==> src/rtl/dmem_arbiter_if.sv <==
// dmem_arbiter_if -- bus bundle for the data-memory arbiter.
//   core_* : core load/store port (req/we/addr/wdata in, rdata/stall out)
//   ext_*  : external loader/debug port (req/we/addr/wdata in,
//            gnt/rvalid/rdata out)
//   mem_*  : data memory port (A/WD/WE out, RD combinational in)
// Modports: slave = arbiter view, master = requester/memory environment view.
interface dmem_arbiter_if;
  logic        core_req;
  logic        core_we;
  logic [31:0] core_addr;
  logic [31:0] core_wdata;
  logic [31:0] core_rdata;
  logic        core_stall;

  logic        ext_req;
  logic        ext_we;
  logic [31:0] ext_addr;
  logic [31:0] ext_wdata;
  logic        ext_gnt;
  logic        ext_rvalid;
  logic [31:0] ext_rdata;

  logic [31:0] mem_A;
  logic [31:0] mem_WD;
  logic        mem_WE;
  logic [31:0] mem_RD;

  modport slave (
    input  core_req, core_we, core_addr, core_wdata,
    output core_rdata, core_stall,
    input  ext_req, ext_we, ext_addr, ext_wdata,
    output ext_gnt, ext_rvalid, ext_rdata,
    output mem_A, mem_WD, mem_WE,
    input  mem_RD
  );

  modport master (
    output core_req, core_we, core_addr, core_wdata,
    input  core_rdata, core_stall,
    output ext_req, ext_we, ext_addr, ext_wdata,
    input  ext_gnt, ext_rvalid, ext_rdata,
    input  mem_A, mem_WD, mem_WE,
    output mem_RD
  );
endinterface

==> src/rtl/dmem_arbiter.sv <==
// dmem_arbiter -- single-port data memory arbiter between the core
// load/store unit and an external (loader/debug) master.
// Ports:
//   clk                 : clock, rising edge
//   rst                 : asynchronous reset, active low
//   bus (slave)         : core, ext and memory signals (see dmem_arbiter_if)
//   stat_ext_grants     : count of ext grants (saturating)
//   stat_core_stalls    : count of core stall cycles (saturating)
// Parameter MAX_BURST (1..15): max consecutive ext grants while the core waits.
// Macro DMEM_ARB_STATS_EN: enables the statistics counters; when undefined
// both statistics outputs are constant zero and no counter flops exist.
module dmem_arbiter #(
  parameter int unsigned MAX_BURST = 4
) (
  input  logic                 clk,
  input  logic                 rst,
  dmem_arbiter_if.slave        bus,
  output logic [15:0]          stat_ext_grants,
  output logic [15:0]          stat_core_stalls
);

  typedef enum logic [1:0] {
    IDLE = 2'd0,
    CORE = 2'd1,
    EXT  = 2'd2
  } owner_e;

  localparam logic [3:0] MAX_B = 4'(MAX_BURST);

  owner_e      owner_q, owner_d;
  logic [3:0]  burst_cnt_q, burst_cnt_d;
  logic        ext_rvalid_q, ext_rvalid_d;
  logic [31:0] ext_rdata_q, ext_rdata_d;
  logic        core_gnt, ext_gnt;

  // Grant decision; everything is forced idle while reset is held so no
  // access (and in particular no write) can slip through.
  always_comb begin
    core_gnt = 1'b0;
    ext_gnt  = 1'b0;
    if (rst) begin
      if (bus.core_req && bus.ext_req) begin
        unique case (owner_q)
          IDLE:    core_gnt = 1'b1;
          CORE:    ext_gnt  = 1'b1;
          EXT: begin
            if (burst_cnt_q < MAX_B) ext_gnt  = 1'b1;
            else                     core_gnt = 1'b1;
          end
          default: core_gnt = 1'b1;
        endcase
      end else begin
        core_gnt = bus.core_req;
        ext_gnt  = bus.ext_req;
      end
    end
  end

  always_comb begin
    owner_d      = IDLE;
    burst_cnt_d  = '0;
    ext_rvalid_d = 1'b0;
    ext_rdata_d  = ext_rdata_q;
    if (ext_gnt) begin
      owner_d     = EXT;
      burst_cnt_d = (burst_cnt_q < MAX_B) ? burst_cnt_q + 4'd1 : burst_cnt_q;
      if (!bus.ext_we) begin
        ext_rvalid_d = 1'b1;
        ext_rdata_d  = bus.mem_RD;
      end
    end else if (core_gnt) begin
      owner_d = CORE;
    end
  end

  always_ff @(posedge clk or negedge rst) begin
    if (!rst) begin
      owner_q      <= IDLE;
      burst_cnt_q  <= '0;
      ext_rvalid_q <= 1'b0;
      ext_rdata_q  <= '0;
    end else begin
      owner_q      <= owner_d;
      burst_cnt_q  <= burst_cnt_d;
      ext_rvalid_q <= ext_rvalid_d;
      ext_rdata_q  <= ext_rdata_d;
    end
  end

  // Memory port mux: only the grantee's signals reach the memory.
  always_comb begin
    bus.mem_A  = '0;
    bus.mem_WD = '0;
    bus.mem_WE = 1'b0;
    if (ext_gnt) begin
      bus.mem_A  = bus.ext_addr;
      bus.mem_WD = bus.ext_wdata;
      bus.mem_WE = bus.ext_we;
    end else if (core_gnt) begin
      bus.mem_A  = bus.core_addr;
      bus.mem_WD = bus.core_wdata;
      bus.mem_WE = bus.core_we;
    end
  end

  assign bus.core_rdata = bus.mem_RD;
  assign bus.core_stall = rst & bus.core_req & ~core_gnt;
  assign bus.ext_gnt    = ext_gnt;
  assign bus.ext_rvalid = ext_rvalid_q;
  assign bus.ext_rdata  = ext_rdata_q;

`ifdef DMEM_ARB_STATS_EN
  logic [15:0] stat_ext_q, stat_ext_d;
  logic [15:0] stat_stall_q, stat_stall_d;

  always_comb begin
    stat_ext_d   = stat_ext_q;
    stat_stall_d = stat_stall_q;
    if (ext_gnt && (stat_ext_q != '1))
      stat_ext_d = stat_ext_q + 16'd1;
    if (bus.core_stall && (stat_stall_q != '1))
      stat_stall_d = stat_stall_q + 16'd1;
  end

  always_ff @(posedge clk or negedge rst) begin
    if (!rst) begin
      stat_ext_q   <= '0;
      stat_stall_q <= '0;
    end else begin
      stat_ext_q   <= stat_ext_d;
      stat_stall_q <= stat_stall_d;
    end
  end

  assign stat_ext_grants  = stat_ext_q;
  assign stat_core_stalls = stat_stall_q;
`else
  assign stat_ext_grants  = '0;
  assign stat_core_stalls = '0;
`endif

endmodule

==> src/flat_wrapper.sv <==
// flat-port wrapper written by rule: the top's interface ports become plain ports
module dmem_arbiter_flat 
#(
  parameter int unsigned MAX_BURST = 4
)
  (clk, rst, stat_ext_grants, stat_core_stalls, bus_core_req, bus_core_we, bus_core_addr, bus_core_wdata, bus_core_rdata, bus_core_stall, bus_ext_req, bus_ext_we, bus_ext_addr, bus_ext_wdata, bus_ext_gnt, bus_ext_rvalid, bus_ext_rdata, bus_mem_A, bus_mem_WD, bus_mem_WE, bus_mem_RD);
  dmem_arbiter_if bus_i ();
  input  logic clk;
  input  logic rst;
  output logic [15:0] stat_ext_grants;
  output logic [15:0] stat_core_stalls;
  input wire logic [$bits(bus_i.core_req)-1:0] bus_core_req;
  input wire logic [$bits(bus_i.core_we)-1:0] bus_core_we;
  input wire logic [$bits(bus_i.core_addr)-1:0] bus_core_addr;
  input wire logic [$bits(bus_i.core_wdata)-1:0] bus_core_wdata;
  output wire logic [$bits(bus_i.core_rdata)-1:0] bus_core_rdata;
  output wire logic [$bits(bus_i.core_stall)-1:0] bus_core_stall;
  input wire logic [$bits(bus_i.ext_req)-1:0] bus_ext_req;
  input wire logic [$bits(bus_i.ext_we)-1:0] bus_ext_we;
  input wire logic [$bits(bus_i.ext_addr)-1:0] bus_ext_addr;
  input wire logic [$bits(bus_i.ext_wdata)-1:0] bus_ext_wdata;
  output wire logic [$bits(bus_i.ext_gnt)-1:0] bus_ext_gnt;
  output wire logic [$bits(bus_i.ext_rvalid)-1:0] bus_ext_rvalid;
  output wire logic [$bits(bus_i.ext_rdata)-1:0] bus_ext_rdata;
  output wire logic [$bits(bus_i.mem_A)-1:0] bus_mem_A;
  output wire logic [$bits(bus_i.mem_WD)-1:0] bus_mem_WD;
  output wire logic [$bits(bus_i.mem_WE)-1:0] bus_mem_WE;
  input wire logic [$bits(bus_i.mem_RD)-1:0] bus_mem_RD;
  assign bus_i.core_req = bus_core_req;
  assign bus_i.core_we = bus_core_we;
  assign bus_i.core_addr = bus_core_addr;
  assign bus_i.core_wdata = bus_core_wdata;
  assign bus_core_rdata = bus_i.core_rdata;
  assign bus_core_stall = bus_i.core_stall;
  assign bus_i.ext_req = bus_ext_req;
  assign bus_i.ext_we = bus_ext_we;
  assign bus_i.ext_addr = bus_ext_addr;
  assign bus_i.ext_wdata = bus_ext_wdata;
  assign bus_ext_gnt = bus_i.ext_gnt;
  assign bus_ext_rvalid = bus_i.ext_rvalid;
  assign bus_ext_rdata = bus_i.ext_rdata;
  assign bus_mem_A = bus_i.mem_A;
  assign bus_mem_WD = bus_i.mem_WD;
  assign bus_mem_WE = bus_i.mem_WE;
  assign bus_i.mem_RD = bus_mem_RD;
  dmem_arbiter #(.MAX_BURST(MAX_BURST)) u_core (.clk(clk), .rst(rst), .bus(bus_i), .stat_ext_grants(stat_ext_grants), .stat_core_stalls(stat_core_stalls));
endmodule
==> config.mk <==
export PLATFORM = sky130hd
export DESIGN_NAME = dmem_arbiter_flat
export DESIGN_NICKNAME = d
export VERILOG_FILES = /design/src/rtl/dmem_arbiter_if.sv /design/src/rtl/dmem_arbiter.sv /design/src/flat_wrapper.sv
export SDC_FILE = /design/constraint.sdc
export NUM_CORES = 1
export LEC_CHECK = 0
export CORE_AREA = 2 2 127 129
export CTS_BUF_LIST = sky130_fd_sc_hd__clkbuf_8 sky130_fd_sc_hd__clkbuf_16
export DETAILED_ROUTE_END_ITERATION = 6
export DIE_AREA = 0 0 129 131
export GPL_TIMING_DRIVEN = 0
export PLACE_DENSITY = 0.71
export SETUP_SLACK_MARGIN = 0.1
export SLEW_MARGIN = 20
export SYNTH_ARGS = -nofsm -noshare
export SYNTH_HDL_FRONTEND = slang
export SYNTH_SLANG_ARGS = --single-unit
==> constraint.sdc <==
create_clock -name clk -period 7.7 [get_ports clk]
set_input_delay 2.31 -clock clk [delete_from_list [all_inputs] [get_ports clk]]
set_output_delay 2.31 -clock clk [all_outputs]
set_load 0.01 [all_outputs]
==> flow_metrics.tcl <==
# metrics dict for downstream scripts
set metrics [dict create \
    synth-edff-count 0 \
    yosysMostFrequentCell "mux2_2" \
    placed_cell_area_sq_um 6900 \
    place.port_buffers 297 \
    overflow 0 \
    final_core_util_pct 45.3 \
    endpoint_kind "output port" \
    regToRegSetupSlack_ns 5.43 \
    synth_seq_share_pct 27.7 \
    first_global_vias 3850 \
    ys_area_sq_um 3520 \
    largest_class "buffers" \
    final_layout_size_suffix_gt1_share_pct 28.4 \
    vias 3777 \
    signal_buffers 394 \
    combGateArea_sq_um 1980 \
    path_cells "clkdlybuf4s50_1, nor4bb_1, buf_2, buf_2, nor4b_1, mux2_2, clkdlybuf4s50_1" \
    min_period_ns 7.24 \
    fin_nets 829 \
    clkbuf_count 5 \
    post-dp-hpwl_mm 11.5 \
    comb_share_pct 28.1 \
    critPathMaxStageDelay_ns 0.58 \
    hold_buffers 0 \
    cp.arrival_ns 4.93 \
    required_ns 5.39 \
    finalWorstSetupSlack_ns 0.462 \
    hold_violations 0 \
    ys_cells 324 \
    finalWeightedCongestion 0.730 \
    num_rows 46 \
    async_flop_share_pct 100 \
    drt_wl_total_mm 13.5 \
    min_delay_path_depth 1 \
    rsz0062_at_grt "no" \
    drtIter0Drc 135 \
    ys_types 27 \
    critical_path_class "input pin to output port" \
    cts_resized 0 \
    max_freq_mhz 138 \
    sh_seq_area_pct 13.8 \
    cts_max_path_buffers 2 \
    num-nonclk-inverters 2 \
    drt.antenna.violating_nets 0 \
    top_cell_area_share_pct 30.7 \
    finalClockSkew_ns 0.00454 \
    syn_area_sq_um 3520 \
    area_delta_synth_final_pct 101 \
    nFillCells 1488 \
    nonClkBufAreaFrac_pct 51.8 \
    diodes 0 \
    cts_made_buffers 5 \
    hp-class "register to register" \
    outcome "finished clean" \
    ios 330 \
    ff_count 39 \
    drc_errors 0 \
    first_pass_iters 4 \
    grt_pass1_wl_mm 19.5 \
    dp_slack_ns 0.459 \
    yosysTopAreaCell "mux2_2" \
    numClockSinks 39 \
    synthTopCellsByArea "mux2_2, dfrtp_1, nor4b_1, buf_4, buf_6" \
    ff_latch_area_sq_um 976 \
    whs_endpoint "u_core.bus.ext_rdata[31]" \
    cap_violations 0 \
    htree_levels 2 \
    taps 216 \
    cts_tree "yes" \
    cts.reportedPaths.clkPinSlew_ns 0.06 \
    startpoint_type "input pin" \
    syn_area_per_cell_sq_um 10.9 \
    drv_slew 0 \
    die_h_microns 131 \
    cts_setup_buffers 0 \
    leakagePower_uw 0.00283 \
    ys_top_cells_by_count "mux2_2, buf_4, nor4b_1" \
    setup_viol 0 \
    ir_drop_v 0.0000838 \
    ys_ff 39 \
]
worst max path at each step:
stage,to,from,slack [ns],cells after the start
global route,bus_mem_WD[30],bus_ext_req,0.22,7
detailed placement,bus_mem_WD[30],bus_ext_req,0.46,7
floorplan,bus_mem_WD[10],bus_ext_req,1.93,5
finish,bus_mem_WD[9],bus_ext_req,0.46,7
CTS,bus_mem_WD[30],bus_ext_req,0.44,7
global placement,bus_mem_WD[6],rst,-0.99,7
placed cells by master (no fill, tap or decap), drive strengths merged, types with 3 or more instances in the layout:
cell and instances:
buf 83, clkbuf 20, clkdlybuf4s50 296, conb 32, dfrtp 39, ha 3
mux2 97, nand2 3, nor2 3, nor4b 65
per-layer routing:
metal / track usage, % / vias to the layer above / wire, microns / part of all wire, %
met5: 0 / - / 0 / 0
met4: 2.49 / 0 / 100 / 0.74
met3: 3.54 / 9 / 1230 / 9.2
met2: 28.5 / 218 / 7310 / 54
met1: 15.5 / 1780 / 4840 / 36
li1: - / 1770 / - / -
report_power, final:
group          switching, uW  internal [uW]
logic                    145            281
registers               19.8            246
clock network           77.7            153
flip-flops by register name (all words and copies together), names as in the netlist:
signal                 flops
u_core.burst_cnt_q         4
u_core.bus.ext_rvalid      1
u_core.owner_q             2
u_core.bus.ext_rdata      32
kinds of logic after synthesis:
logic type      count (synthesis)  synth area share (%)
compound gates                  5                  1.78
xor+xnor                        1                 0.249
fa+ha+maj                       3                  1.07
buf+inv                        98                  19.3
flops                          39                  27.7
mux                            97                  31.0
other cells                     1                 0.106
simple gates                   80                  18.8
metrics by stage:
step	total power (uW)	std cells	TNS (ns)	hold slack, ns
CTS	936	877	0	0.493
detailed placement	699	869	0	0.480
finish	923	877	0	0.491
floorplan	438	355	0	0.524
global placement	689	868	-46.65	0.471
global route	974	877	0	0.517
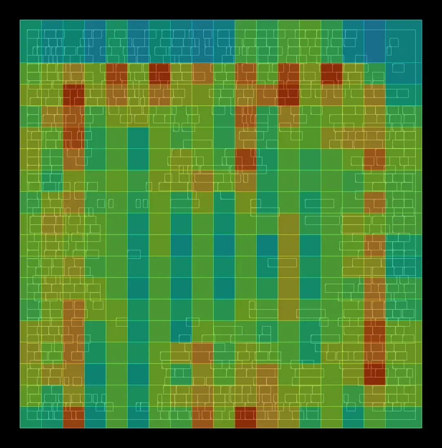
final_congestion.png
per-cell routed wire length: 15.4 microns
met3 GRT Util: 3.54%
busiest grt layer: met2

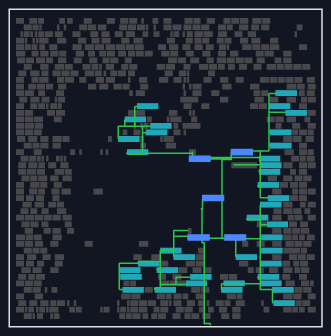
clock_map.png
[green] clock wires | length: 504 microns
[cyan] flip-flops | count: 39
[blue] cells driving clock nets | count: 5
routed clock nets	6

Power figures rest on the tool's default switching activity, not on a simulated workload.
